run_1/clock_nets.png
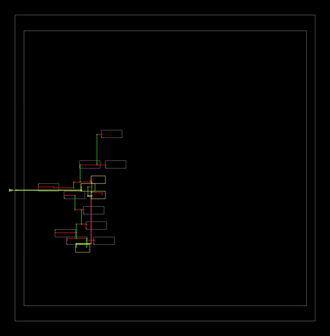
run_1/port_trees.png
The bar under the picture is 20 µm long.
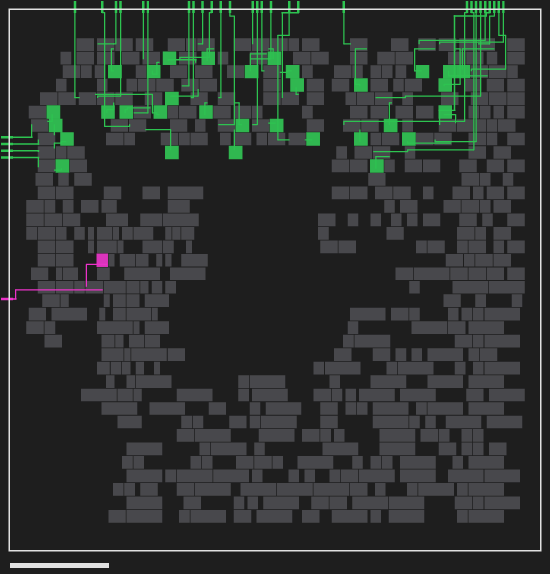
run_1/m1.png
Supply wires on this layer in grey.
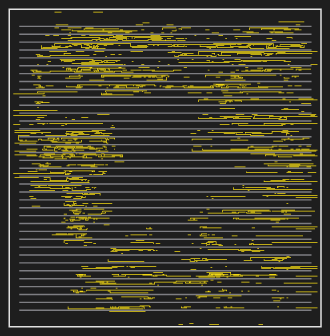
==> src/rtl/memory_arbiter.sv <==
// memory_arbiter: shares one RAM port between instruction fetch and data access.
// Each access is bounded by a timeout counter.
// Optional feature macro: MEM_ARB_RR_EN.
//   Defined: a token alternates tie priority between the two sides.
//   Undefined: data always wins ties.
module memory_arbiter #(
    parameter int TIMEOUT_CYCLES = 64,
    parameter int CNT_W          = 7
) (
    input  logic        CLK,
    input  logic        RST,
    input  logic        iREN,
    input  logic [31:0] iaddr,
    output logic [31:0] iload,
    output logic        iwait,
    input  logic        dREN,
    input  logic        dWEN,
    input  logic [31:0] daddr,
    input  logic [31:0] dstore,
    output logic [31:0] dload,
    output logic        dwait,
    output logic        ramREN,
    output logic        ramWEN,
    output logic [31:0] ramaddr,
    output logic [31:0] ramstore,
    input  logic [31:0] ramload,
    input  logic [1:0]  ramstate,
    output logic        err
);

    typedef enum logic [1:0] {
        IDLE  = 2'd0,
        ISERV = 2'd1,
        DSERV = 2'd2
    } state_t;

    localparam logic [CNT_W-1:0] LAST_CNT = CNT_W'(TIMEOUT_CYCLES - 1);

    state_t           r_state;
    state_t           w_nextState;
    logic [CNT_W-1:0] r_cnt;
    logic             r_err;

    logic w_iReq;
    logic w_dReq;
    logic w_serving;
    logic w_ownerReq;
    logic w_access;
    logic w_error;
    logic w_finish;
    logic w_timeout;
    logic w_complete;
    logic w_abort;
    logic w_dataWinsTie;

    assign w_iReq     = iREN;
    assign w_dReq     = dREN | dWEN;
    assign w_serving  = (r_state != IDLE);
    assign w_ownerReq = ((r_state == ISERV) & w_iReq) | ((r_state == DSERV) & w_dReq);
    assign w_access   = (ramstate == 2'd2);
    assign w_error    = (ramstate == 2'd3);

    // A finish returns RAM data; a timeout forces completion with no data.
    assign w_finish   = w_serving & w_ownerReq & (w_access | w_error);
    assign w_timeout  = w_serving & w_ownerReq & ~w_access & ~w_error & (r_cnt == LAST_CNT);
    assign w_complete = w_finish | w_timeout;
    assign w_abort    = w_serving & ~w_ownerReq;

`ifdef MEM_ARB_RR_EN
    // Token: 0 gives data priority, 1 gives instruction priority.
    logic r_token;

    // Hand priority to the other side after every completed (not aborted) access.
    always_ff @(posedge CLK) begin
        if (RST) begin
            r_token <= 1'b0;
        end else if (w_complete) begin
            r_token <= (r_state == DSERV);
        end
    end

    assign w_dataWinsTie = ~r_token;
`else
    assign w_dataWinsTie = 1'b1;
`endif

    // State register, timeout counter and registered error pulse.
    always_ff @(posedge CLK) begin
        if (RST) begin
            r_state <= IDLE;
            r_cnt   <= '0;
            r_err   <= 1'b0;
        end else begin
            r_state <= w_nextState;
            r_cnt   <= (w_serving && !w_complete && !w_abort) ? r_cnt + 1'b1 : '0;
            r_err   <= w_timeout | (w_finish & w_error);
        end
    end

    // Grant from IDLE; every service returns to IDLE, forcing one turnaround cycle.
    always_comb begin
        w_nextState = r_state;
        case (r_state)
            IDLE: begin
                if (w_dReq && (!w_iReq || w_dataWinsTie)) begin
                    w_nextState = DSERV;
                end else if (w_iReq) begin
                    w_nextState = ISERV;
                end else begin
                    w_nextState = IDLE;
                end
            end
            ISERV, DSERV: begin
                if (w_complete || w_abort) begin
                    w_nextState = IDLE;
                end
            end
            default: w_nextState = IDLE;
        endcase
    end

    // Route the owner's request to the RAM and steer completion back to it.
    always_comb begin
        ramREN   = 1'b0;
        ramWEN   = 1'b0;
        ramaddr  = '0;
        ramstore = '0;
        iload    = '0;
        dload    = '0;
        iwait    = w_iReq;
        dwait    = w_dReq;
        case (r_state)
            ISERV: begin
                ramREN  = iREN & ~w_timeout;
                ramaddr = iaddr;
                if (w_complete) begin
                    iwait = 1'b0;
                end
                if (w_finish) begin
                    iload = ramload;
                end
            end
            DSERV: begin
                ramaddr  = daddr;
                ramstore = dstore;
                ramWEN   = dWEN & ~w_timeout;
                ramREN   = dREN & ~dWEN & ~w_timeout;
                if (w_complete) begin
                    dwait = 1'b0;
                end
                if (w_finish) begin
                    dload = ramload;
                end
            end
            default: begin
                ramREN = 1'b0;
            end
        endcase
    end

    assign err = r_err;

endmodule

==> config.mk <==
export PLATFORM = sky130hd
export DESIGN_NAME = memory_arbiter
export DESIGN_NICKNAME = d
export VERILOG_FILES = /design/src/rtl/memory_arbiter.sv
export SDC_FILE = /design/constraint.sdc
export NUM_CORES = 1
export LEC_CHECK = 0
export ABC_CLOCK_PERIOD_IN_PS = 4000
export CORE_AREA = 3 3 104 106
export CTS_BUF_LIST = sky130_fd_sc_hd__clkbuf_8
export CTS_CLUSTER_SIZE = 20
export DETAILED_ROUTE_END_ITERATION = 12
export DIE_AREA = 0 0 107 109
export MAX_ROUTING_LAYER = met4
export PLACE_DENSITY = 0.69
export SLEW_MARGIN = 20
export SYNTH_ARGS = -nofsm -noshare
export SYNTH_HDL_FRONTEND = slang
export SYNTH_SLANG_ARGS = --single-unit
==> constraint.sdc <==
create_clock -name CLK -period 4 [get_ports CLK]
set_input_delay 0.8 -clock CLK [delete_from_list [all_inputs] [get_ports CLK]]
set_output_delay 0.8 -clock CLK [all_outputs]
set_load 0.05 [all_outputs]
==> impl_metrics.yaml, run 1 <==
# flow metrics
floorplan:
  num_rows: 36
  chip_area_mm2: 0.0117
  floorplan.initialDensity: 0.177
placed_design:
  dpl.hpwl_um: 8800
  placed_cells_incl_taps: 632
  placement.setup.worst_slack_ps: 472
cts:
  max-clock-path-buffers: 2
  clock_transition_time_at_the_flip_flop_clock_pins_of_the_worst_setup_and_hold_paths_ps: 50
  cts_resized: 0
  clock-root-buffer: "sky130_fd_sc_hd__clkbuf_8"
setup_path:
  critical_path_peak_fanout: 5
  startpoint_type: "input pin"
  worst_r2r_path_depth: 4
  critPathKind: "input pin to primary output"
synthesis:
  synth.avg_cell_area_um2: 6.94
  area_share_of_the_largest_cell_type_after_synthesis: 0.345
  synth_stat.cells: 251
  synth.most_common_cell: "sky130_fd_sc_hd__and2_1"
  yosys.area.top_type: "sky130_fd_sc_hd__and2_1"
job:
  warnings: 28
min_path:
  worst_hold_launch: "r_cnt[6]"
  min_delay_worst_endpoint: "r_cnt[6]"
pwr:
  power.density_cell_area_mw_per_mm2: 163
  static-leakage-power_nw: 1.88
  internal-power_uw: 472
  clkPwrFrac: 0.152
  irDropWorstVdd_mv: 0.157
final_layout:
  area_share_nonclk_buffers: 0.643
  clock_tree_area_fraction: 0.0105
  top_area_cell_class: "buffers"
  regArea_um2: 200
  sh_seq_area: 0.0383
  final_area_mm2: 0.00522
  final.fill_count: 879
global_route:
  grt_use_met2: 0.315
  use_met3: 0.0284
drt:
  dr.pass1.iters: 4
  detail-route-antenna-nets: 0
  drt-vias-per-instance: 4.30
outcome:
  status: "finished clean"
timing:
  timing_max_transition_violations_final: 0
Notes on clock_nets.png above:
setup clock skew after layout: 2.99 ps
flip-flop and latch count: 10
clock buffers created by TritonCTS: 3
Clock Sinks: 10
P_clk: 129 µW

Notes on port_trees.png above:
- iaddr: green (bits 32; direction input; end cells 32; buffers 32; wire 808 µm)
- dwait: magenta (bits 1; direction output; end cells 1; buffers 1; wire 28.6 µm)

Notes on m1.png above:
- share of all routed wire: 36%
- nets with wire on the layer: 529

==> run 1: critical path, cell delays in order <==
cell and delay [ps]:
sky130_fd_sc_hd__clkdlybuf4s50_1 580, sky130_fd_sc_hd__o21ai_2 130, sky130_fd_sc_hd__a21o_1 220, sky130_fd_sc_hd__o311a_1 330, sky130_fd_sc_hd__clkdlybuf4s50_1 700
==> run 1: cells in the final DEF, fill, tap and decap left out, drive strengths merged <==
| cell type | n |
|---|---|
| a31oi | 2 |
| inv | 4 |
| a211oi | 3 |
| o2bb2ai | 1 |
| a21oi | 1 |
| nand2b | 1 |
| o21bai | 1 |
| o21ai | 3 |
| o22ai | 3 |
| and2 | 96 |
| nand3b | 1 |
| clkbuf | 4 |
| nor3 | 4 |
| dfxtp | 10 |
| ha | 4 |
| xor2 | 2 |
| xnor2 | 1 |
| clkdlybuf4s50 | 203 |
| a22oi | 32 |
| or3 | 1 |
| a21o | 1 |
| nor3b | 2 |
| nand3 | 3 |
| nor2b | 32 |
| nor4b | 1 |
| o31a | 1 |
| buf | 68 |
| nand2 | 9 |
| or2 | 1 |
| a2111o | 1 |
| o311a | 2 |
| nor2 | 4 |
| mux2 | 1 |
==> run 1: routing by layer <==
layer	part of all wire	wire, µm	up-vias
met5	0	0	-
met4	0.012	129	0
met3	0.068	699	12
met2	0.56	5790	134
met1	0.36	3730	1240
li1	-	-	1351
==> run 1: logic make-up (layout without fill, tap and decap cells) <==
logic type | count (synthesis) | after routing | share of synthesized area
simple gates | 155 | 155 | 0.544
compound gates | 51 | 51 | 0.225
buf+inv | 27 | 279 | 0.0661
flops | 10 | 10 | 0.115
fa+ha+maj | 4 | 4 | 0.0287
xor+xnor | 3 | 3 | 0.0151
mux | 1 | 1 | 0.00647
--- run 2 (diff from run 1) ---
--- a/config.mk
+++ b/config.mk
@@ -11,8 +11,9 @@
 export CTS_CLUSTER_SIZE = 20
 export DETAILED_ROUTE_END_ITERATION = 12
 export DIE_AREA = 0 0 107 109
+export DONT_BUFFER_PORTS = 1
 export MAX_ROUTING_LAYER = met4
-export PLACE_DENSITY = 0.69
+export PLACE_DENSITY = 0.35
 export SLEW_MARGIN = 20
 export SYNTH_ARGS = -nofsm -noshare
 export SYNTH_HDL_FRONTEND = slang
run_2/port_trees.png
The bar under the picture is 20 µm long.
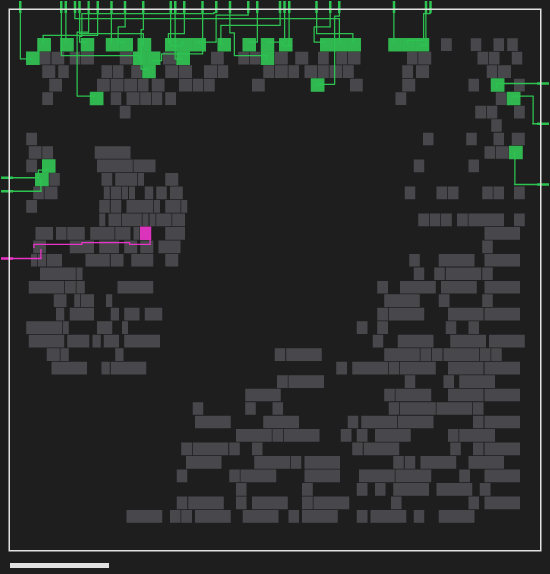
- iaddr: green (bits 32; direction input; end cells 32; buffers 0; wire 478 µm)
- dwait: magenta (bits 1; direction output; end cells 1; buffers 1; wire 33.8 µm)
I/O pin total: 268
count of input and output buffers: 0

run_2/m1.png
Supply wires on this layer in grey.
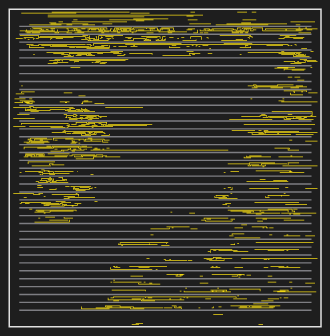
- main direction: horizontal
- longest straight run: 56.1 µm

==> impl_metrics.yaml, run 2 <==
# flow metrics
outcome:
  status: "finished clean"
setup_path:
  startpoint_type: "flip-flop"
  critical-path-top-delay-family: "adder cells"
  crit_path_cell_trace: "inv_1, ha_1, o311a_1"
  critical_path_peak_fanout: 37
  critPathKind: "flip-flop to primary output"
  worst_path_buffer_plus_inverter_count: 1
  critPathMaxStageDelay_ps: 850
global_route:
  globalRouteMet1Util: 0.165
  use_met3: 0.0189
  grt_use_met2: 0.238
  grt_overflow: 0
drt:
  drt-vias-per-instance: 4.61
  detailroute.wirelength.met2_um: 4840
  route.met3.wl_um: 660
  highest_layer: "met4"
  detail-route-antenna-nets: 0
  dr.pass1.iters: 4
  routedLengthMet1_um: 3290
timing:
  worst_clock_skew_ps: 0.681
  setup_viol: 0
  timing_max_transition_violations_final: 0
  final.setup.tns_ps: 0
synthesis:
  ys_chip_area_mm2: 0.00174
  area_share_of_the_largest_cell_type_after_synthesis: 0.345
  syn-cell-area_mm2: 0.00174
  yosys.area.top_type: "sky130_fd_sc_hd__and2_1"
  synth.avg_cell_area_um2: 6.94
  synth_stat.cells: 251
  synth.most_common_cell: "sky130_fd_sc_hd__and2_1"
final_layout:
  lay_top_cells: "96 x sky130_fd_sc_hd__and2_1, 64 x sky130_fd_sc_hd__buf_12, 38 x sky130_fd_sc_hd__buf_4"
  area_growth_from_synthesis_to_layout_pct: 97.1
  mostFrequentLayoutCell: "sky130_fd_sc_hd__and2_1"
  regArea_um2: 200
  final.fill_count: 1003
  final_area_mm2: 0.00343
floorplan:
  chip_area_mm2: 0.0117
  num_rows: 36
  floorplan.initialDensity: 0.177
cts:
  clock_transition_time_at_the_flip_flop_clock_pins_of_the_worst_setup_and_hold_paths_ps: 50
  max-clock-path-buffers: 2
  post_cts_buffers: 0
  cts-hold-fix-buffers: 0
  cts_resized: 0
  clkSinkCount: 10
  clock-root-buffer: "sky130_fd_sc_hd__clkbuf_8"
  clock_buffers_created_by_tritoncts: 3
  cts.htree.levels: 1
pwr:
  irDropWorstVdd_mv: 0.267
  static-leakage-power_nw: 1.30
  power.density_cell_area_mw_per_mm2: 186
placed_design:
  placement.setup.worst_slack_ps: 1270
  dpl.hpwl_um: 7690
  place.gp.congestion: 0.753
job:
  warnings: 28
==> run 2: netlist changes by cell type in the layout (fill, tap and decap cells not counted), sizes merged <==
cell	delta
buf	+34
clkdlybuf4s50	-203
==> run 2: worst register-to-register path, delay by kind of cell (launching register included) <==
| kind | cells | cell delay [ps] |
|---|---|---|
| buf+inv | 1 | 80 |
| compound gates | 1 | 140 |
| flops | 1 | 370 |
| mux | 1 | 410 |
| fa+ha+maj | 1 | 850 |
==> run 2: final cells by class <==
| type | instances | area share |
|---|---|---|
| clock buffer | 4 | 0.0160 |
| sequential | 10 | 0.0583 |
| tap | 133 | 0.0485 |
| timing repair buffer | 102 | 0.456 |
| inverter | 4 | 0.00437 |
| multi-input combinational | 214 | 0.416 |
==> run 2: worst paths after layout <==
path              slack (ps)    endpoint       start  cells past startpoint
setup / recovery        1030      ramREN  r_state[0]                      3
hold / removal           450    r_cnt[6]    r_cnt[6]                      2
setup reg to reg        2070  r_state[1]  r_state[0]                      4
hold reg to reg          450    r_cnt[6]    r_cnt[6]                      2
==> run 2: cells by family after synthesis <==
logic type	after synthesis	share of synthesized area
xor gates and xnor gates	3	0.0151
and+or+nand+nor	155	0.544
muxes	1	0.00647
buffers and inverters	27	0.0661
AOI/OAI and AO/OA	51	0.225
adders and majority gates	4	0.0287
DFF	10	0.115
==> run 2: stage by stage <==
step	total power [mW]	std cells	util	hold slack (ps)
3_5_place_dp	0.515	463	0.342	443
5_1_grt	0.665	467	0.348	521
4_1_cts	0.643	467	0.348	452
2_1_floorplan	0.444	251	-	423
3_3_place_gp	0.510	463	0.342	436
6_report	0.638	467	0.348	450
==> run 2: power by group <==
group | switching (mW) | internal (mW)
combinational | 0.299 | 0.106
clock | 0.0411 | 0.0867
sequential | 0.00244 | 0.102
total | 0.343 | 0.295
Power is estimated from default activity; no workload was simulated.
